File: config.mk
export PLATFORM = sky130hd
export DESIGN_NAME = rf_wport_arbiter
export DESIGN_NICKNAME = d
export VERILOG_FILES = /design/src/rtl/rf_wport_arbiter_pkg.sv /design/src/rtl/rf_wb_fifo.sv /design/src/rtl/rf_wport_arbiter.sv
export SDC_FILE = /design/constraint.sdc
export NUM_CORES = 1
export LEC_CHECK = 0
export ABC_AREA = 1
export CORE_UTILIZATION = 40
export DETAILED_ROUTE_END_ITERATION = 12
export MAX_ROUTING_LAYER = met4
export PLACE_DENSITY = 0.77
export SLEW_MARGIN = 20
export SYNTH_ARGS = -nofsm -noshare
export SYNTH_HDL_FRONTEND = slang
export SYNTH_SLANG_ARGS = --single-unit
File: constraint.sdc
create_clock -name clk -period 2.2 [get_ports clk]
set_input_delay 0.44 -clock clk [delete_from_list [all_inputs] [get_ports clk]]
set_output_delay 0.44 -clock clk [all_outputs]
set_load 0.02 [all_outputs]
File: src/rtl/rf_wport_arbiter_pkg.sv
// Shared constants and types for the register-file write-port arbiter.
// DSIZE/ASIZE/NREG must track the register file that this block feeds.
package rf_wport_arbiter_pkg;

  localparam int DSIZE = 16;
  localparam int ASIZE = 4;
  localparam int NREG  = 16;

  // One buffered long-latency result.
  typedef struct packed {
    logic [ASIZE-1:0] waddr;
    logic [DSIZE-1:0] wdata;
  } wb_entry_t;

  // Which source owns the write port this cycle.
  typedef enum logic [1:0] {
    GNT_NONE = 2'd0,
    GNT_PIPE = 2'd1,
    GNT_FIFO = 2'd2
  } gnt_t;

  // Register address to a one-hot scoreboard mask.
  function automatic logic [NREG-1:0] addr_onehot(input logic [ASIZE-1:0] a);
    logic [NREG-1:0] v;
    v    = '0;
    v[a] = 1'b1;
    return v;
  endfunction

endpackage

File: src/rtl/rf_wb_fifo.sv
// Two-entry FIFO holding long-latency results until the write port is free.
// Pointers and occupancy are reset; the payload storage is not.
module rf_wb_fifo
  import rf_wport_arbiter_pkg::*;
(
  input  logic      clk,
  input  logic      rst,
  input  logic      push,
  input  wb_entry_t push_data,
  input  logic      pop,
  output wb_entry_t head,
  output logic      full,
  output logic      empty
);

  wb_entry_t  mem [2];
  logic       wr_ptr;
  logic       rd_ptr;
  logic [1:0] count;
  logic       do_push;
  logic       do_pop;

  assign full    = (count == 2'd2);
  assign empty   = (count == 2'd0);
  assign head    = mem[rd_ptr];
  // A pop in the same cycle frees a slot, so a push into a full FIFO is legal then.
  assign do_pop  = pop && !empty;
  assign do_push = push && (!full || do_pop);

  // Occupancy and pointer update.
  always_ff @(posedge clk or negedge rst) begin
    if (!rst) begin
      wr_ptr <= 1'b0;
      rd_ptr <= 1'b0;
      count  <= 2'd0;
    end else begin
      if (do_push) wr_ptr <= ~wr_ptr;
      if (do_pop)  rd_ptr <= ~rd_ptr;
      case ({do_push, do_pop})
        2'b10:   count <= count + 2'd1;
        2'b01:   count <= count - 2'd1;
        default: count <= count;
      endcase
    end
  end

  // Payload write; no reset needed because occupancy gates every read.
  always_ff @(posedge clk) begin
    if (do_push) mem[wr_ptr] <= push_data;
  end

endmodule

File: src/rtl/rf_wport_arbiter.sv
// Shares the register file's single write port between the pipeline WB stage
// and a buffered long-latency unit. Keeps a per-register busy scoreboard for
// decode hazards and forces a one-cycle pipeline freeze when a buffered result
// has waited too long.
module rf_wport_arbiter
  import rf_wport_arbiter_pkg::*;
#(
  parameter int MAXWAIT = 4
) (
  input  logic             clk,
  input  logic             rst,
  input  logic             p_wen,
  input  logic [ASIZE-1:0] p_waddr,
  input  logic [DSIZE-1:0] p_wdata,
  input  logic             l_valid,
  input  logic [ASIZE-1:0] l_waddr,
  input  logic [DSIZE-1:0] l_wdata,
  output logic             l_ready,
  input  logic             iss_valid,
  input  logic [ASIZE-1:0] iss_waddr,
  input  logic [ASIZE-1:0] rs_addr,
  input  logic [ASIZE-1:0] rt_addr,
  input  logic [ASIZE-1:0] dst_addr,
  input  logic             rs_used,
  input  logic             rt_used,
  input  logic             dst_used,
  output logic             raw_stall,
  output logic             starve_stall,
  output logic             rf_wen,
  output logic [ASIZE-1:0] rf_waddr,
  output logic [DSIZE-1:0] rf_wdata,
  output logic [NREG-1:0]  sb_busy,
  output logic             sb_err
);

  localparam int                 AGE_W   = (MAXWAIT > 1) ? $clog2(MAXWAIT) : 1;
  localparam logic [AGE_W-1:0]   AGE_MAX = AGE_W'(MAXWAIT - 1);

  wb_entry_t        head;
  wb_entry_t        push_data;
  logic             full;
  logic             empty;
  logic             fifo_gnt;
  gnt_t             gnt;
  logic [AGE_W-1:0] age;
  logic             age_hit;
  logic [NREG-1:0]  busy;
  logic [NREG-1:0]  busy_m;
  logic [NREG-1:0]  clr_mask;
  logic [NREG-1:0]  set_mask;
  logic             err_hit;

  // Readiness comes from registered occupancy only and is held low in reset.
  assign l_ready   = rst && !full;
  assign push_data = '{waddr: l_waddr, wdata: l_wdata};

  rf_wb_fifo u_fifo (
    .clk       (clk),
    .rst       (rst),
    .push      (l_valid && l_ready),
    .push_data (push_data),
    .pop       (fifo_gnt),
    .head      (head),
    .full      (full),
    .empty     (empty)
  );

  // Port grant: a pending freeze hands the port to the FIFO head, otherwise the pipeline wins.
  always_comb begin
    gnt      = GNT_NONE;
    rf_wen   = 1'b0;
    rf_waddr = '0;
    rf_wdata = '0;
    if (rst) begin
      if (starve_stall && !empty) gnt = GNT_FIFO;
      else if (p_wen)             gnt = GNT_PIPE;
      else if (!empty)            gnt = GNT_FIFO;
    end
    case (gnt)
      GNT_PIPE: begin
        rf_wen   = 1'b1;
        rf_waddr = p_waddr;
        rf_wdata = p_wdata;
      end
      GNT_FIFO: begin
        rf_wen   = 1'b1;
        rf_waddr = head.waddr;
        rf_wdata = head.wdata;
      end
      default: ;
    endcase
  end

  assign fifo_gnt = (gnt == GNT_FIFO);

  // The register written by the FIFO this cycle is forwarded by the register file,
  // so it no longer counts as a hazard for decode.
  assign clr_mask  = fifo_gnt  ? addr_onehot(head.waddr) : '0;
  assign set_mask  = iss_valid ? addr_onehot(iss_waddr)  : '0;
  assign busy_m    = busy & ~clr_mask;
  assign raw_stall = (rs_used  && busy_m[rs_addr])
                  || (rt_used  && busy_m[rt_addr])
                  || (dst_used && busy_m[dst_addr]);
  assign err_hit   = iss_valid && busy_m[iss_waddr];
  assign sb_busy   = busy;

  // Scoreboard: issue sets, FIFO write clears, set wins on a collision; error is sticky.
  always_ff @(posedge clk or negedge rst) begin
    if (!rst) begin
      busy   <= '0;
      sb_err <= 1'b0;
    end else begin
      busy   <= busy_m | set_mask;
      sb_err <= sb_err | err_hit;
    end
  end

  // Freeze fires on the edge where the head's age would reach MAXWAIT-1 ungranted.
  assign age_hit = (int'(age) + 1 >= MAXWAIT - 1);

  // Head age tracking and the one-cycle starvation freeze.
  always_ff @(posedge clk or negedge rst) begin
    if (!rst) begin
      age          <= '0;
      starve_stall <= 1'b0;
    end else begin
      if (empty || fifo_gnt)  age <= '0;
      else if (age != AGE_MAX) age <= age + 1'b1;
      starve_stall <= !empty && !fifo_gnt && age_hit;
    end
  end

endmodule

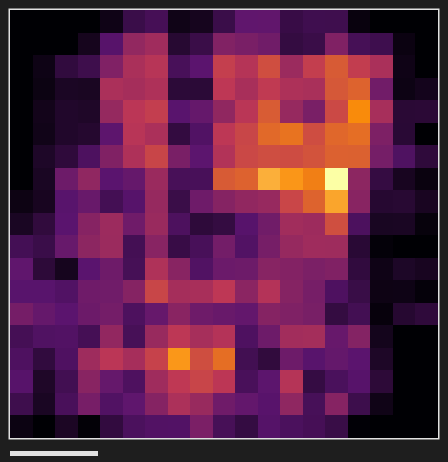
*Wiring heat map, run 1*
Bar = 20 µm. 19 x 19 tiles, from black (low) to pale yellow (high), scaled to the fullest tile. Values are wire area over tile area, all layers added.
The fullest tile reaches 0.82. 12% of the tiles are over half the peak. 11% of the tiles are nearly empty. The mean over all tiles is 0.22.
DRT Wirelength: 12,800 µm
via count: 4,007
Wirelength per Cell: 17.2 µm
Tot GR Track Use: 27.3%

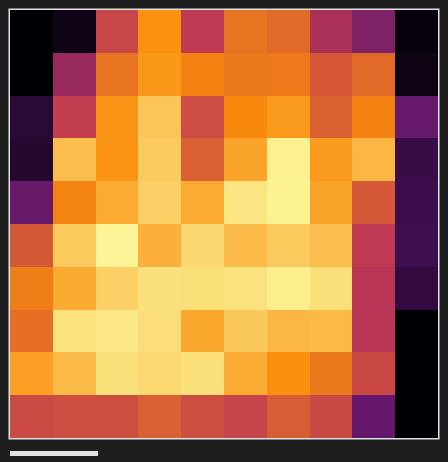
*Cell area per tile, run 1*
Bar = 20 µm. 10 x 10 tiles, from black (low) to pale yellow (high), 0 to 100% covered.
5.0% of the tiles are nearly empty. The fullest tile reaches 98%. The mean over all tiles is 64%. 46% of the tiles are over 75% full. The densest ninth of the die: center.
post-layout util: 69.9%
Floorplan Utilization: 41.2%
core area: 8720 µm²

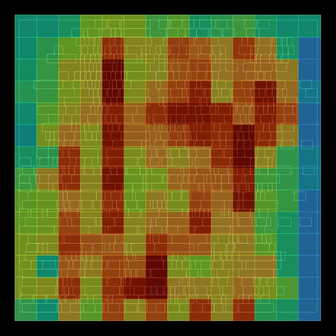
*Routing congestion map, run 1*
met3 usage: 3.68%
busiest layer in global routing: met2

run 1: worst min path at each step:
stage / start / endpoint / slack, ps / cells after the start
2_1_floorplan: rst / age[0] / 140 / 0
3_3_place_gp: sb_err / sb_err / 450 / 2
3_5_place_dp: sb_err / sb_err / 490 / 2
4_1_cts: rst / u_fifo.wr_ptr / 310 / 2
5_1_grt: rst / u_fifo.count[0] / 330 / 2
6_report: rst / sb_busy[13] / 300 / 2
run 1: power by group through the flow:
stage / Combinational, mW / Clock (mW) / Sequential (mW)
2_1_floorplan: 1.34 / 0 / 2.03
3_3_place_gp: 2.85 / 0 / 1.93
3_5_place_dp: 2.90 / 0 / 1.93
4_1_cts: 3.29 / 1.12 / 1.92
5_1_grt: 3.83 / 1.18 / 1.98
6_report: 3.57 / 1.12 / 1.95
run 1: synthesized netlist by cell type, drive strengths merged:
cell     number  share of area (%)
dfrtp        24                 17
o21bai        2               0.42
nor3          2               0.28
edfxtp       40                 33
nand3       100                 14
a21boi        3               0.73
ha            5                1.7
a21oi        24                3.3
clkbuf       10                1.0
clkinv        1               0.10
buf           3               0.66
xor2          3               0.73
nor2         62                6.8
xnor2         2               0.49
inv          38                4.0
nand4         1               0.17
nand3b        2               0.42
o2111ai       1               0.24
o21ai        34                4.7
nand2        89                9.9
run 1: worst max-delay path: stages, from the launching register on:
cell     delay (ps)
dfrtp_1         420
buf_4           180
nand2_1          50
nand2_1         150
nor2_2          460
nand3_4         180
nand3_1         100
nand3_1          80
nand3_1         110
nand3_1          90
nand3_2          90
nand3_2          80
buf_6           130
run 1: repair_timing:
action	4_1_cts	5_1_grt
endpoints found under the setup margin	35	25
gates resized	198	46
setup buffers	14	7
gates cloned	1	2
pin swaps	25	26
==> flow_summary.json, run 1 <==
{
  "run_status": "finished, violations left",
  "violations": "setup timing",
  "die_y_um": 96.8,
  "synthCells": 446,
  "ir_drop_mv": 0.679,
  "critical_path_class": "register to output pin",
  "layout_setup_ws_ps": -698,
  "netlist_area_um2": 3590,
  "grt_setup_unrepaired": "yes",
  "clkTransAtPathRegs_ps": 80,
  "maxSlewHeadroom_pct": 66.3,
  "layoutNonFillerInstCount": 741,
  "floorplan.nets": 515,
  "power.share.clock_pct": 16.8,
  "critical_path_arrival_ps": 2460,
  "hold_class": "primary input to async pin",
  "layout_top_cells": "80 x buf_4, 79 x clkdlybuf4s50_1, 71 x nand2_1",
  "muxShareOfSynthArea_pct": 0,
  "tritoncts": "yes",
  "grt_max_degree": 25,
  "viasPerCell": 5.41,
  "design_area_um2": 6100,
  "fin_setup_tns_ps": -11290,
  "syn_to_final_growth_pct": 69.8,
  "worst_pin_slew_ps": 505,
  "place.gp.congestion": 0.945,
  "endpoint": "raw_stall",
  "final_antenna_net_count": 0,
  "netlist_logic_family_top": "simple AND/OR/NAND/NOR gates",
  "period_needed_ps": 2900,
  "ys_types": 31,
  "setup_violations": 25,
  "met2_usage_pct": 45.7,
  "ys_seq_share_pct": 50.2,
  "p_per_area_nw_per_um2": 1090,
  "clock.latency.late_pin_ps": 340,
  "sh_comb_area_pct": 33.8,
  "warnings": 31,
  "largest_class": "logic gates",
  "final-clk-cell-share_pct": 3.59,
  "synth_chip_area_um2": 3590,
  "met3_length_um": 785,
  "inv_count": 39,
  "antenna-diode-count": 1,
  "buffer_area_share_pct": 28.3
}
### M1 wires, run 1

Bar = 20 µm.
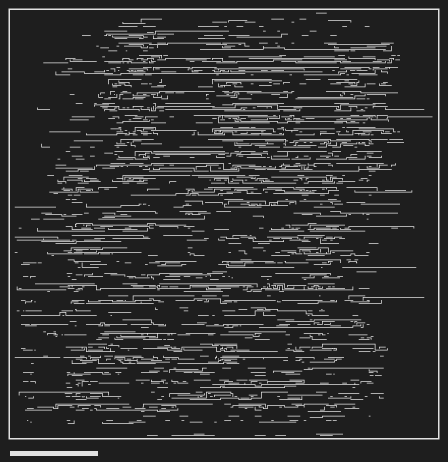

==> inputs of run 2 (changes only) <==
PLACE_DENSITY = 0.74   (was 0.77)
clock period = 3.45 ns   (was 2.2 ns; I/O delays follow)
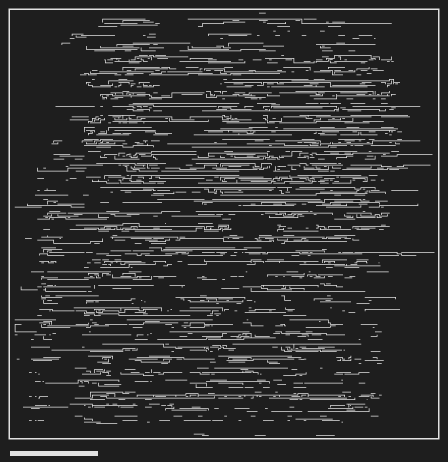
*M1 wires, run 2*
Bar = 20 µm.
The wires run mostly horizontal. 599 nets have wire on it. The layer carries 5,140 µm of wire.
via count: 3,787
DRT Wirelength: 12,000 µm
GRT met1 Usage: 35.0%

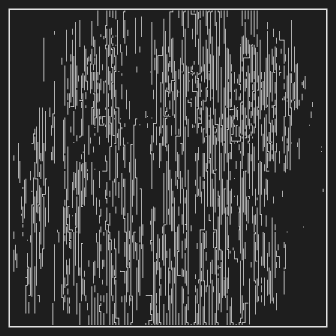
*Signal wires on met2, run 2*
The wires run mostly vertical. The layer holds 50% of the routed length.
GR Util met2: 41.7%

==> run 2 against run 1 <==
The flow now finishes without violations. Die size did not move. Area after synthesis did not move. Clock power fell by 48%. Critical path depth rose by 4. Via count fell by 5.5%. Combinational power fell by 48%. Synthesized cell count did not move. Sequential share of layout area rose by 3.2 points. Final cell count fell by 4.6%. Critical endpoint unchanged.
==> flow_summary.json, run 2 <==
{
  "run_status": "finished, final reports clean",
  "ys_types": 31,
  "maxSlewHeadroom_pct": 59.9,
  "cpMostUsedCell": "nand3_1",
  "critical_path_class": "primary input to output pin",
  "cpPeakStageDelay_ps": 260,
  "largest_class": "logic gates",
  "fp-utilization_pct": 41.2,
  "critPathTopFamily": "simple AND/OR/NAND/NOR gates",
  "comb-power_mw": 1.85,
  "worst_pin_slew_ps": 595,
  "antenna-diode-count": 0,
  "power_leader": "combinational cells",
  "area_leaders": "edfxtp_1 33%, dfrtp_1 17%, nand3_1 14%",
  "inv_count": 39,
  "netlist_area_um2": 3590,
  "hold_end": "sb_err",
  "critPathSlowestCell": "dlygate4sd2_1",
  "synth_top_area_share_pct": 33.4,
  "yosys_most_used_dff": "edfxtp_1",
  "pg_clk_mw": 0.583,
  "grt_max_degree": 25,
  "hold_class": "register to register",
  "ys_async_sr_fraction_pct": 37.5,
  "clkTransAtPathRegs_ps": 70,
  "path_cells": "dlygate4sd2_1, inv_2, nor3_2, inv_1, ha_4, nand2_4, nor2_4, buf_6, a21boi_4, nand2_1, nand3_1, nand3_1, nand3_1, nand3_2, nand3_2, buf_6",
  "viasPerCell": 5.36,
  "die_y_um": 96.8,
  "tritoncts": "yes",
  "power.share.clock_pct": 15.8,
  "layout_top_cells": "86 x nand3_1, 80 x clkdlybuf4s50_1, 73 x nand2_1",
  "track_usage_pct": 26.3,
  "ys_seq_share_pct": 50.2,
  "worstHoldStart": "sb_err",
  "avgRoutedWirePerCell_um": 16.9,
  "synthCells": 446,
  "period_needed_ps": 3330,
  "floorplan.nets": 515,
  "largest_area_cell": "edfxtp_1",
  "syn_to_final_growth_pct": 53.1,
  "warnings": 29,
  "place.gp.congestion": 0.919,
  "setup_violations": 0,
  "common_cells": "99 x nand3_1, 85 x nand2_1, 59 x nor2_1, 40 x edfxtp_1, 36 x inv_1",
  "most_common_cell": "nand3_1",
  "worst-path-buf-inv": 5
}
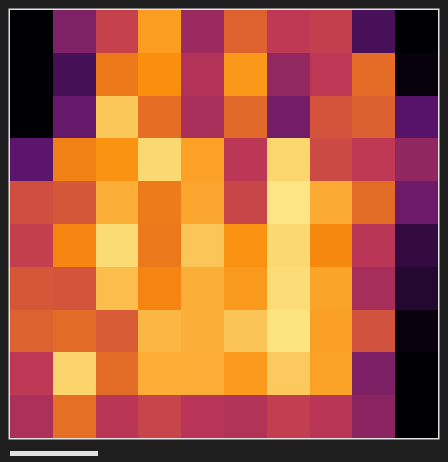
*Cell area per tile, run 2*
Bar = 20 µm. 10 x 10 tiles, from black (low) to pale yellow (high), 0 to 100% covered.
32% of the tiles are over 75% full. The mean over all tiles is 57%. 7.0% of the tiles are nearly empty. The fullest tile reaches 94%.
post-layout util: 63.1%

## run 2: kinds of logic (layout without fill, tap and decap cells)
| family | after synthesis | after routing | share of synthesized area, % |
|---|---|---|---|
| AOI/OAI and AO/OA | 64 | 64 | 9.47 |
| xor gates and xnor gates | 5 | 5 | 1.22 |
| adders and majority gates | 5 | 5 | 1.74 |
| buffers and inverters | 52 | 205 | 5.78 |
| DFF | 64 | 64 | 50.2 |
| and+or+nand+nor | 256 | 256 | 31.6 |
## run 2: per-layer routing
| layer | vias to the layer above | global-route usage (%) | wire length, µm |
|---|---|---|---|
| met5 | - | - | 0 |
| li1 | 1814 | - | - |
| met4 | 0 | 7.92 | 244 |
| met3 | 20 | 3.76 | 622 |
| met2 | 138 | 41.7 | 5960 |
| met1 | 1815 | 35.0 | 5140 |
## run 2: how the worst max path moves through the flow
stage                             start        end  slack [ps]  depth (start not counted)
final                               rst  raw_stall         120                         16
after CTS                         p_wen  raw_stall         -40                         15
after global placement              rst  raw_stall        -650                         15
after floorplan                   p_wen  raw_stall         480                         14
after detailed placement            rst  raw_stall        -760                         14
after global routing      u_fifo.rd_ptr  raw_stall         -20                         12
## run 2: repair_timing
item                       CTS  global route
resized                    102            62
pin swaps                    7            18
setup buffers                3             5
setup endpoints to repair   22            14
cloned                       0             1
## run 2: stage by stage
stage                     std cells  setup WS [ps]  hold WS [ps]  cell area [µm²]
after floorplan                 446            475           394             3590
after global placement          682           -653           451             5010
after detailed placement        682           -757           456             5010
after CTS                       701          -42.8           475             5230
after global routing            707          -17.9           525             5500
final                           707            123           467             5500
## run 2: worst register-to-register path, delay by kind of cell (launching register included)
kind	cells	cell delay (ps)
AND-OR/OR-AND	2	230
XOR/XNOR	1	140
adder cells (fa/ha/maj)	2	560
buffers and inverters	6	800
flip-flops	1	410
AND/OR/NAND/NOR	3	480
Power and IR drop assume default switching activity.
